<file path="src/rtl/kf76489_pkg.sv">
// Shared definitions for the kf76489 PSG channels: field widths, the
// attenuation-to-amplitude table and the TI bit-order helper.
package kf76489_pkg;

    localparam int BUS_W  = 8;
    localparam int FREQ_W = 10;
    localparam int ATT_W  = 4;
    localparam int AMP_W  = 6;

    // Attenuation steps are 2 dB; index 15 is silence. The table is sized for
    // a 6-bit index so a wider attenuation path can reuse it; entries 16..63
    // are zero. Packed layout: entry 0 is the least significant slice.
    localparam logic [63:0][AMP_W-1:0] VOL_TABLE = {
        {48{6'd0}},
        6'd0,  6'd3,  6'd3,  6'd4,  6'd5,  6'd6,  6'd8,  6'd10,
        6'd13, 6'd16, 6'd20, 6'd25, 6'd32, 6'd40, 6'd50, 6'd63
    };

    // The internal bus carries chip D0 on bit 7; reversing the byte puts
    // chip D0 on bit 0 so register fields can be sliced off the low end.
    function automatic logic [BUS_W-1:0] bit_reverse8(input logic [BUS_W-1:0] v);
        logic [BUS_W-1:0] r;
        r = '0;
        for (int i = 0; i < BUS_W; i++) begin
            r[i] = v[BUS_W-1-i];
        end
        return r;
    endfunction

endpackage

</file>
<file path="src/rtl/kf76489_tone_channel_if.sv">
// Register-decoder side of a tone channel: shared write data plus the
// per-register write strobes.
interface kf76489_tone_channel_if;
    logic [7:0] internal_data_bus;
    logic       write_frequency_h;
    logic       write_frequency_l;
    logic       write_attenuation;

    modport master (
        output internal_data_bus,
        output write_frequency_h,
        output write_frequency_l,
        output write_attenuation
    );

    modport slave (
        input internal_data_bus,
        input write_frequency_h,
        input write_frequency_l,
        input write_attenuation
    );
endinterface

</file>
<file path="src/rtl/kf76489_tone_channel.sv">
// One SN76489-style square-wave tone channel: 10-bit reload divider ticked
// by clock_enable, a toggling tone flip-flop and a registered attenuated
// amplitude output.
module kf76489_tone_channel
    import kf76489_pkg::*;
(
    input  logic                    clock,
    input  logic                    reset,
    input  logic                    clock_enable,
    kf76489_tone_channel_if.slave   bus_if,
    output logic                    cycle_out,
    output logic [AMP_W-1:0]        analog_out
);

    logic [FREQ_W-1:0] frequency;
    logic [ATT_W-1:0]  attenuation;
    logic [FREQ_W-1:0] counter;
    logic              tone_ff;
    logic [BUS_W-1:0]  bus_rev;
    logic              reload;
    logic              unused_bus_bits;

    // Bus in chip bit order: bus_rev[0] is chip D0.
    assign bus_rev = bit_reverse8(bus_if.internal_data_bus);

    // The top two reversed bits (bus[1:0]) belong to no field.
    assign unused_bus_bits = ^bus_rev[7:6];

    // Counter values 0 and 1 both reload, so frequency 0 behaves as 1.
    assign reload = (counter <= FREQ_W'(1));

    // Register writes; independent of clock_enable and may coincide.
    always_ff @(posedge clock or negedge reset) begin
        if (!reset) begin
            frequency   <= '0;
            attenuation <= '1;
        end else begin
            if (bus_if.write_frequency_h) begin
                frequency[3:0] <= bus_rev[3:0];
            end
            if (bus_if.write_frequency_l) begin
                frequency[9:4] <= bus_rev[5:0];
            end
            if (bus_if.write_attenuation) begin
                attenuation <= bus_rev[3:0];
            end
        end
    end

    // Divider: count down on enable ticks, reload and toggle at the bottom.
    // A new frequency is only picked up at the next reload.
    always_ff @(posedge clock or negedge reset) begin
        if (!reset) begin
            counter   <= '0;
            tone_ff   <= 1'b0;
            cycle_out <= 1'b0;
        end else if (clock_enable) begin
            if (reload) begin
                counter   <= frequency;
                tone_ff   <= ~tone_ff;
                cycle_out <= 1'b1;
            end else begin
                counter   <= counter - FREQ_W'(1);
                cycle_out <= 1'b0;
            end
        end else begin
            cycle_out <= 1'b0;
        end
    end

    // Output stage: one clock behind the flip-flop and attenuation register.
    always_ff @(posedge clock or negedge reset) begin
        if (!reset) begin
            analog_out <= '0;
        end else begin
            analog_out <= tone_ff ? VOL_TABLE[{2'b00, attenuation}] : '0;
        end
    end

endmodule

</file>
<file path="src/flat_wrapper.sv">
// flat-port wrapper written by rule: the top's interface ports become plain ports
module kf76489_tone_channel_flat import kf76489_pkg::*;
  (clock, reset, clock_enable, cycle_out, analog_out, bus_if_internal_data_bus, bus_if_write_frequency_h, bus_if_write_frequency_l, bus_if_write_attenuation);
  kf76489_tone_channel_if bus_if_i ();
  input  logic clock;
  input  logic reset;
  input  logic clock_enable;
  output logic cycle_out;
  output logic [AMP_W-1:0] analog_out;
  input wire logic [$bits(bus_if_i.internal_data_bus)-1:0] bus_if_internal_data_bus;
  input wire logic [$bits(bus_if_i.write_frequency_h)-1:0] bus_if_write_frequency_h;
  input wire logic [$bits(bus_if_i.write_frequency_l)-1:0] bus_if_write_frequency_l;
  input wire logic [$bits(bus_if_i.write_attenuation)-1:0] bus_if_write_attenuation;
  assign bus_if_i.internal_data_bus = bus_if_internal_data_bus;
  assign bus_if_i.write_frequency_h = bus_if_write_frequency_h;
  assign bus_if_i.write_frequency_l = bus_if_write_frequency_l;
  assign bus_if_i.write_attenuation = bus_if_write_attenuation;
  kf76489_tone_channel u_core (.clock(clock), .reset(reset), .clock_enable(clock_enable), .bus_if(bus_if_i), .cycle_out(cycle_out), .analog_out(analog_out));
endmodule
</file>
<file path="config.mk">
export PLATFORM = sky130hd
export DESIGN_NAME = kf76489_tone_channel_flat
export DESIGN_NICKNAME = d
export VERILOG_FILES = /design/src/rtl/kf76489_pkg.sv /design/src/rtl/kf76489_tone_channel_if.sv /design/src/rtl/kf76489_tone_channel.sv /design/src/flat_wrapper.sv
export SDC_FILE = /design/constraint.sdc
export NUM_CORES = 1
export LEC_CHECK = 0
export CORE_AREA = 2 2 69 71
export CTS_BUF_LIST = sky130_fd_sc_hd__clkbuf_16
export CTS_CLUSTER_SIZE = 12
export DETAILED_ROUTE_END_ITERATION = 8
export DIE_AREA = 0 0 71 73
export SYNTH_ARGS = -nofsm -noshare
export SYNTH_HDL_FRONTEND = slang
export SYNTH_SLANG_ARGS = --single-unit
</file>
<file path="constraint.sdc">
create_clock -name clock -period 3.7 [get_ports clock]
set_input_delay 0.74 -clock clock [delete_from_list [all_inputs] [get_ports clock]]
set_output_delay 0.74 -clock clock [all_outputs]
set_load 0.1 [all_outputs]
</file>
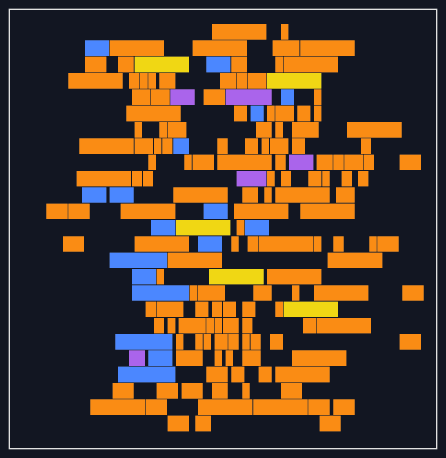
sizes.png
Drawn at 6 px/um.
Orange is _0 and _1 cells, cells 144, share 84%, most used dfrtp_1. Yellow is _6 and larger, cells 5, share 2.9%, most used clkbuf_16. Blue is _2 cells, cells 17, share 9.9%, most used mux2_2. Purple is _3 and _4 cells, cells 5, share 2.9%.
area grow syn2layout: 22.3%
slack of the critical path: 1240 ps
Plain + repair buffers: 19
Design Area, Final: 1960 um^2

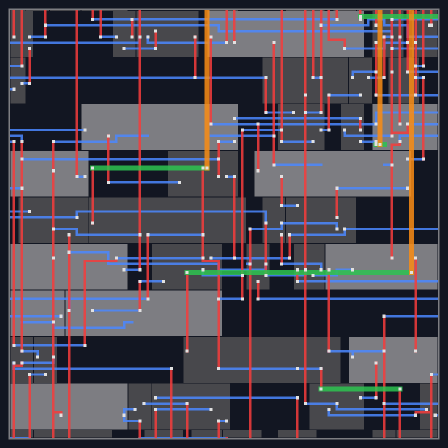
detail.png
Region (23, 24) to (48, 49) um. Cells in grey, sequential cells in the stronger grey; small squares are vias.
Red is metal 2. Blue is metal 1. Orange is metal 4. Green is metal 3.
33 logic cells have their middle in the window. Netlist names of flops here include u_core.frequency (5), u_core.counter (2). Most frequent: dfrtp_1 (8), nand2_1 (6), mux2_2 (4). Sequential cells in the window: 9.

==> ci_impl_report.md <==
### Flow metrics

| Metric | Value |
|---|---|
| Status | complete, no violations |
| Total sequential power | 0.538 mW |
| Logic family by area | simple AND/OR/NAND/NOR gates |
| Power Internal | 0.881 mW |
| Reg2Reg Depth | 6 |
| # resized after CTS | 0 |
| Die area | 5180 um^2 |
| Sw Share | 0.389 |
| Fmax | 407 MHz |
| Power Total | 1.44 mW |
| Yosys top cell by instances | dfrtp_1 |
| Most common logic cells in the final layout | dfrtp_1 (28), clkdlybuf4s50_1 (18), nand2_1 (13), inv_1 (12) |
| WL met2 | 1490 um |
| Critical Path Max Stage Delay | approximately 1100 ps |
| Max layer used | met4 |
| Pleak | 0.847 nW |
| H-tree Lvls | 2 |
| TritonCTS clock tree | built |
| Die height | 73 um |
| Number of logic gates | 103 |
| Register share of the cell area | 0.411 |
| Root Buffer | clkbuf_16 |
| R2r startpoint | u_core.counter[1] |
| Worst relative slew slack | 0.355 |
| GRT overflow | 0 |
| Detail Route Antenna Nets | 0 |
| Critical Path Fanout Max | 1 |
| Highest-power group | sequential cells |
| Critical path endpoint category | primary output |
| Most frequent logic cell in the layout | dfrtp_1 |
| Initial antenna violation count | 0 |
| Reg-to-reg endpoint | u_core.counter[2] |
| Vias per Instance | 5.30 |
| Hold_sp | u_core.frequency[9] |
| Critical Path Start | u_core.analog_out[4] |
| Yosys Chip Area | ~1600 um^2 |
| Tightest Pin Transition | 965 ps |
| Layout clock buffer count | 5 |
| Clock Sinks | 32 |
| Fillers | approximately 420 |
| Worst slack, placed | 1270 ps |
| Min-delay worst type | flip-flop to flip-flop |
| Vias in the first global route | 1,155 |
| Worst-path cell chain | clkdlybuf4s50_1 |
| Adder Share, Synth | 0.0468 |
| Ys cells | 151 |
| # Post-CTS Setup Buffers | 0 |
| Worst Hold Path EP | u_core.frequency[9] |
| Final #Nets | 190 |
| Number of hold violations in the final report | 0 |
| Crit path arrival time | 1720 ps |
| EDFF count, synth | 0 |
| Diodes inserted | 0 |
| Crit-path slowest cell | clkdlybuf4s50_1 |
| Share of the synthesized area in the top cell type | 0.437 |
| Cell count after placement | 217 |
| Met3 GRT Util | 0.0345 |
| Combinational power | between 0.5 and 0.6 mW |
| Fin util | 0.432 |
| Yosys simple share | 0.167 |
| Delay-heaviest family, CP | buffers and inverters |
| FF+latch count, synth | 32 |
| Number of synthesis warnings | 0 |
| PortBufs | 18 |
| Clk cell area share | 0.0696 |
| Async SR Flop Fraction | 1.00 |
| Avg Synthesized Cell Area | 10.6 um^2 |
| Slew Limit Fails | 0 |
| Synth Seq Share | 0.503 |
| Inverters | 9 |
| Routability Congestion | 0.840 |
| WP buf/inv | 1 |
| Hold Path Depth | 1 |
| Synth mux share | 0.0765 |
| Max-Cap Viols | 0 |
| Pre-Place Util | 0.353 |
| GR Layer Usage met1 | 0.185 |
| RSZ-0062 raised after global routing | no |
| Worst endpoint required time | ~3000 ps |
| Clk_skew | a little under 5 ps |
| Worst path depth | 1 |
| Net Sw Power | 0.561 mW |
| XOR Share, Synth | 0.0109 |
| Core ar. | 4540 um^2 |
| Pin count of the biggest net entering global routing | 33 |
| Synth Area in Compound Gates | 0.154 |
| Reg2Reg Setup Slack | 1480 ps |
| Final Non-Filler Cells | 225 |
| Post-layout period usage | 0.664 |
| Hold_buf cts | 0 |
| Clock Pin Slew Worst Setup and Hold Paths | 50 ps |
| Comb area share | 0.372 |
| Layout cells sized above 1 | 0.158 |
| Synth Cell Area | 1600 um^2 |
| Main area contributors | dfrtp_1 (44%), mux2_2 (7.0%), dfstp_2 (6.6%) |
| Setup TNS after final layout | 0 ps |
| Post-DP HPWL | approximately 2200 um |
| Biggest regs | u_core.counter: 10 flops, u_core.frequency: 10 flops, u_core.analog_out: 6 flops |
| # DRC | 0 |
| Well Taps | 54 |
| Clock power frac | 0.261 |
| Logic area | approximately 730 um^2 |
| Starting DRC count in detailed routing | between 100 and 150 |
| WL met3 | 104 um |
| GRT met2 Usage | 0.215 |
| Setup Crit Path Kind | flip-flop to primary output |
| FF+latch area | 806 um^2 |
| Worst IR Drop VDD | 212 uV |
| Startpoint types | flip-flop |
| GR peak layer | met2 |
| DIE WIDTH | 71 um |
| Clock group | around 0.38 mW |
| PD cells | 736 nW/um^2 |
| Yosys top cell by area | dfrtp_1 |
| CTS buffer count | 5 |
| Final non-clock buffer share | 0.0957 |
| Final setup viols | 0 |
| Syn Inst Count | 151 |
| Period minus WS final | 2460 ps |
| DR WL/cell | ~14 um |
| Top class by area | registers |
| 1st-pass router iterations | 6 |
| Commonest flop | dfrtp_1 |
Power figures rest on the tool's default switching activity, not on a simulated workload.
